--- src/rtl/systolic_pkg.sv ---
// Shared systolic link definitions used by both the link transmitter and the tile.
// Word/lane geometry and the frame phase type live here so both sides agree.
package systolic_pkg;
    localparam int WORD_W = 16;
    localparam int NIB_W  = 4;
    localparam int PHASES = WORD_W / NIB_W;

    typedef logic [1:0] phase_t;

    localparam phase_t PH_FIRST = 2'd0;
    localparam phase_t PH_LAST  = 2'd3;
endpackage

--- src/rtl/systolic_lane_sel.sv ---
// Picks the nibble and control bit of a word for the current frame phase, MSB first.
// Latency: purely combinational.
// Backpressure: none, a pure selection function.
module systolic_lane_sel
    import systolic_pkg::phase_t;
#(
    parameter int WORD_W = systolic_pkg::WORD_W,
    parameter int NIB_W  = systolic_pkg::NIB_W,
    localparam int PHASES = WORD_W / NIB_W
) (
    input  logic [WORD_W-1:0] word,
    input  logic [PHASES-1:0] ctrl,
    input  phase_t            phase,
    output logic [NIB_W-1:0]  nib,
    output logic              ctrl_bit
);

    always_comb begin
        nib      = '0;
        ctrl_bit = 1'b0;
        for (int i = 0; i < PHASES; i++) begin
            if (phase == phase_t'(i)) begin
                nib      = word[WORD_W-1-NIB_W*i -: NIB_W];
                ctrl_bit = ctrl[PHASES-1-i];
            end
        end
    end

endmodule

--- src/rtl/systolic_link_tx.sv ---
// Serialises row/column words into nibble lanes over a free-running 4-phase frame.
// Latency: 1 cycle (accepted at phase 3) up to 4 cycles (accepted at phase 0).
// Backpressure: in_ready drops while the one-entry holding buffer is occupied.
module systolic_link_tx
    import systolic_pkg::phase_t;
    import systolic_pkg::PH_FIRST;
    import systolic_pkg::PH_LAST;
#(
    parameter int WORD_W = systolic_pkg::WORD_W,
    parameter int NIB_W  = systolic_pkg::NIB_W,
    localparam int PHASES = WORD_W / NIB_W
) (
    input  logic              clk,
    input  logic              rst_n,
    input  logic              in_valid,
    output logic              in_ready,
    input  logic [WORD_W-1:0] in_col_word,
    input  logic [WORD_W-1:0] in_row_word,
    input  logic [PHASES-1:0] in_col_ctrl,
    input  logic [PHASES-1:0] in_row_ctrl,
    output logic [NIB_W-1:0]  tx_col,
    output logic [NIB_W-1:0]  tx_row,
    output logic              tx_col_ctrl,
    output logic              tx_row_ctrl,
    output phase_t            phase,
    output logic              frame_start,
    output logic              tx_active
);

    typedef struct packed {
        logic [WORD_W-1:0] col_word;
        logic [WORD_W-1:0] row_word;
        logic [PHASES-1:0] col_ctrl;
        logic [PHASES-1:0] row_ctrl;
    } frame_t;

    frame_t in_frame;
    frame_t hold;
    frame_t frame;
    logic   hold_valid;
    logic   xfer;

    assign in_frame    = '{col_word: in_col_word, row_word: in_row_word,
                           col_ctrl: in_col_ctrl, row_ctrl: in_row_ctrl};
    assign in_ready    = !hold_valid;
    assign xfer        = in_valid && in_ready;
    assign frame_start = (phase == PH_FIRST);

    // Frame registers change only on the last-phase edge so a frame is never torn;
    // an offer arriving exactly then skips the holding buffer.
    always_ff @(posedge clk or negedge rst_n) begin
        if (!rst_n) begin
            phase      <= PH_FIRST;
            hold       <= '0;
            hold_valid <= 1'b0;
            frame      <= '0;
            tx_active  <= 1'b0;
        end else begin
            phase <= phase + 2'd1;
            if (phase == PH_LAST) begin
                if (hold_valid) begin
                    frame      <= hold;
                    hold_valid <= 1'b0;
                    tx_active  <= 1'b1;
                end else if (xfer) begin
                    frame     <= in_frame;
                    tx_active <= 1'b1;
                end else begin
                    frame     <= '0;
                    tx_active <= 1'b0;
                end
            end else if (xfer) begin
                hold       <= in_frame;
                hold_valid <= 1'b1;
            end
        end
    end

    systolic_lane_sel #(.WORD_W(WORD_W), .NIB_W(NIB_W)) u_col_sel (
        .word     (frame.col_word),
        .ctrl     (frame.col_ctrl),
        .phase    (phase),
        .nib      (tx_col),
        .ctrl_bit (tx_col_ctrl)
    );

    systolic_lane_sel #(.WORD_W(WORD_W), .NIB_W(NIB_W)) u_row_sel (
        .word     (frame.row_word),
        .ctrl     (frame.row_ctrl),
        .phase    (phase),
        .nib      (tx_row),
        .ctrl_bit (tx_row_ctrl)
    );

endmodule

--- config.mk ---
export PLATFORM = sky130hd
export DESIGN_NAME = systolic_link_tx
export DESIGN_NICKNAME = d
export VERILOG_FILES = /design/src/rtl/systolic_pkg.sv /design/src/rtl/systolic_lane_sel.sv /design/src/rtl/systolic_link_tx.sv
export SDC_FILE = /design/constraint.sdc
export NUM_CORES = 1
export LEC_CHECK = 0
export ABC_CLOCK_PERIOD_IN_PS = 5100
export CAP_MARGIN = 0
export CORE_ASPECT_RATIO = 0.75
export CORE_MARGIN = 5
export CORE_UTILIZATION = 55
export DETAILED_ROUTE_END_ITERATION = 6
export HOLD_SLACK_MARGIN = 0.05
export PLACE_DENSITY = 0.82
export SYNTH_ARGS = -nofsm -noshare
export SYNTH_HDL_FRONTEND = slang
export SYNTH_SLANG_ARGS = --single-unit
--- constraint.sdc ---
create_clock -name clk -period 5.1 [get_ports clk]
set_input_delay 1.02 -clock clk [delete_from_list [all_inputs] [get_ports clk]]
set_output_delay 1.02 -clock clk [all_outputs]
set_load 0.01 [all_outputs]
==> images/cell_classes.png <==
Scale bar: 20 µm.
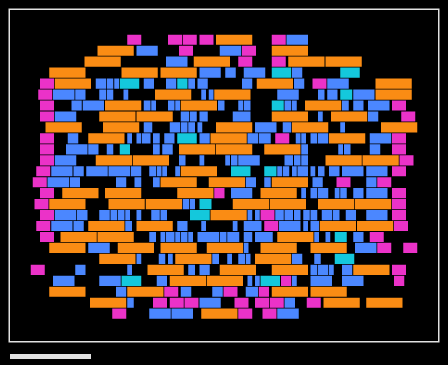
orange -> flops  # cells 84, share of their area 47%
cyan -> clock drivers and dummy loads  # cells 16, share of their area 4.1%
magenta -> other buffers and delay cells  # cells 60, share of their area 13%
blue -> all other logic  # cells 209, share of their area 35%
post-route cell area: 4550 µm²
register share of the cell area: 0.462

==> images/clock_map.png <==
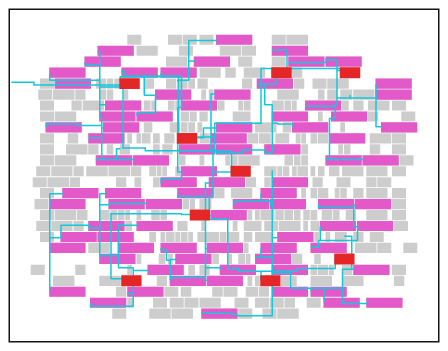
cyan -> clock wires  # length 993 µm
red -> cells driving clock nets  # count 9
magenta -> flip-flops  # count 84
routed clock nets = 10
clk pwr: 444 µW
clk ins delay skew pair: 0.37 ns
final setup skew: 0.00952 ns

==> images/registers.png <==
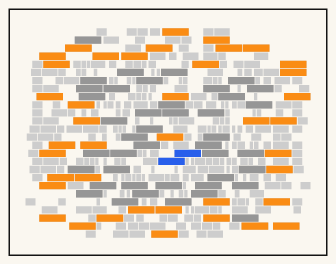
blue -> `phase`  # flops 2
orange -> `hold`  # flops 40, where all over the die
not coloured = 42
register area: 2100 µm²
Layout Utilization: 0.669
Sequential Power: 801 µW

==> images/final_congestion.png <==
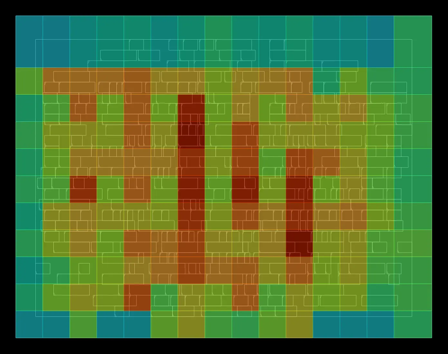
GRT busiest layer: met2
GR Util met1: 0.280
Total Routing Usage GR: 0.203

==> impl_metrics.csv <==
group,metric,value,unit
worst_setup_path,cp_max_fo,40,
synthesis,yosys_area,3820,µm²
synthesis,ys_sh_mux,0.157,
flow_run,maxCapViolations,0,
synthesis,yosys_cells,322,
detailed_routing,wl_per_cell,18.2,µm
outcome,outcome,"completed",
cts,cts_root_buf,"clkbuf_8",
die,fp-utilization,0.562,
cts,clkTransAtPathRegs,0.09,ns
worst_setup_path,start_kind,"flip-flop",
flow_run,openroad.warnings,29,
cts,clockBufferDepth,2,
synthesis,largest_area_cell,"dfrtp_1",
power,peakVddDrop,0.162,mV
worst_setup_path,cp_slowest_stage_delay,0.66,ns
power,p_per_area,330,nW/µm²
synthesis,logic_family,"AND-OR/OR-AND gates",
global_route,grt_max_degree,85,
finish,instances_no_fill,453,
die,dieArea,8730,µm²
synthesis,synthAdderAreaFrac,0.0131,
placement,dp_hpwl,5240,µm
finish,layout.nets,411,
worst_setup_path,r2r-end,"hold[17]",
synthesis,flop_cell,"dfrtp_1",
global_route,grt_first_pass_wirelength,13800,µm
detailed_routing,post-route-drc-count,0,
detailed_routing,detail-route-antenna-nets,0,
synthesis,xor_share,0,
worst_setup_path,cp.arrival,2.92,ns
detailed_routing,drtIter0Drc,165,
-- final cells by class --
cell class | count | area [µm²]
clock buffer | 9 | 124
clock inverter | 7 | 58.8
fill | 508 | 2250
inverter | 4 | 15.0
multi-input combinational | 205 | 1550
sequential | 84 | 2100
tap | 84 | 105
timing repair buffer | 60 | 591
-- registers in the layout (all words and copies together), names as in the netlist --
register / flops
phase: 2
tx_active: 1
hold_valid: 1
frame: 40
hold: 40
-- synthesized netlist by cell type, types with 2 or more instances --
| cell | count |
|---|---|
| inv_1 | 4 |
| mux2_4 | 40 |
| o22ai_1 | 9 |
| nor2b_1 | 2 |
| nor2_1 | 44 |
| clkbuf_1 | 12 |
| a21oi_1 | 50 |
| a22oi_1 | 49 |
| dfrtp_1 | 84 |
| buf_2 | 5 |
| ha_1 | 4 |
| buf_6 | 5 |
| buf_1 | 6 |
-- logic make-up after synthesis --
group	count (synthesis)
and+or+nand+nor	51
buffers and inverters	33
adders and majority gates	4
AOI/OAI and AO/OA	110
muxes	40
DFF	84
-- worst min-delay path by stage --
stage              from        to  slack (ns)  depth (start not counted)
5_1_grt        hold[37]  hold[37]        0.53                          1
4_1_cts        hold[23]  hold[23]        0.52                          1
2_1_floorplan   hold[0]   hold[0]        0.48                          1
6_report       hold[23]  hold[23]        0.52                          1
3_5_place_dp   hold[35]  hold[35]        0.50                          1
3_3_place_gp   hold[29]  hold[29]        0.49                          1
-- worst max-delay path: cells and delay by family (launching register included) --
kind,cells,cell delay [ns]
adders and majority gates,1,0.66
buffers and inverters,1,0.58
and+or+nand+nor,1,0.47
AOI/OAI and AO/OA,2,0.43
DFF,1,0.41
-- through the flow --
| step | worst slack (ns) | power [µW] | instance area [µm²] |
|---|---|---|---|
| floorplan | 2.60 | 961 | 3820 |
| global placement | 1.72 | 1060 | 4370 |
| detailed placement | 1.62 | 1070 | 4370 |
| CTS | 1.21 | 1510 | 4550 |
| global route | 1.04 | 1570 | 4550 |
| finish | 1.16 | 1500 | 4550 |
-- per-layer routing --
layer / vias up / part of all wire / routed length (µm) / track usage
met2: 93 / 0.44 / 3630 / 0.307
met3: 6 / 0.074 / 607 / 0.0761
met1: 1329 / 0.48 / 3930 / 0.280
met4: 0 / 0.0062 / 51 / 0.0530
li1: 1240 / - / - / -
met5: - / 0 / 0 / 0
-- power breakdown --
part	internal, µW	total (µW)	switching [µW]
logic	153	258	105
registers	750	801	50.8
clock network	183	444	261
-- cells in the final DEF, fill, tap and decap left out --
cell type        netlist  routed
clkinv_4               0       2
clkdlybuf4s50_1        0      56
o22ai_1                9       9
buf_4                  1       4
ha_2                   0       1
clkbuf_8               0       9
nor2_1                44      44
nand3b_1               1       1
nand2b_1               1       1
o21ai_0                1       1
inv_6                  0       3
a21oi_1               50      50
a31oi_1                1       1
dfrtp_1               84      84
nor2b_2                0       1
a22oi_1               49      49
inv_1                  4       4
nor2b_1                2       1
clkinvlp_4             0       2
mux2_4                40      40
ha_1                   4       3
and2_4                 1       1
nand2_1                1       1
or3b_2                 1       1
Power is estimated from default activity; no workload was simulated.
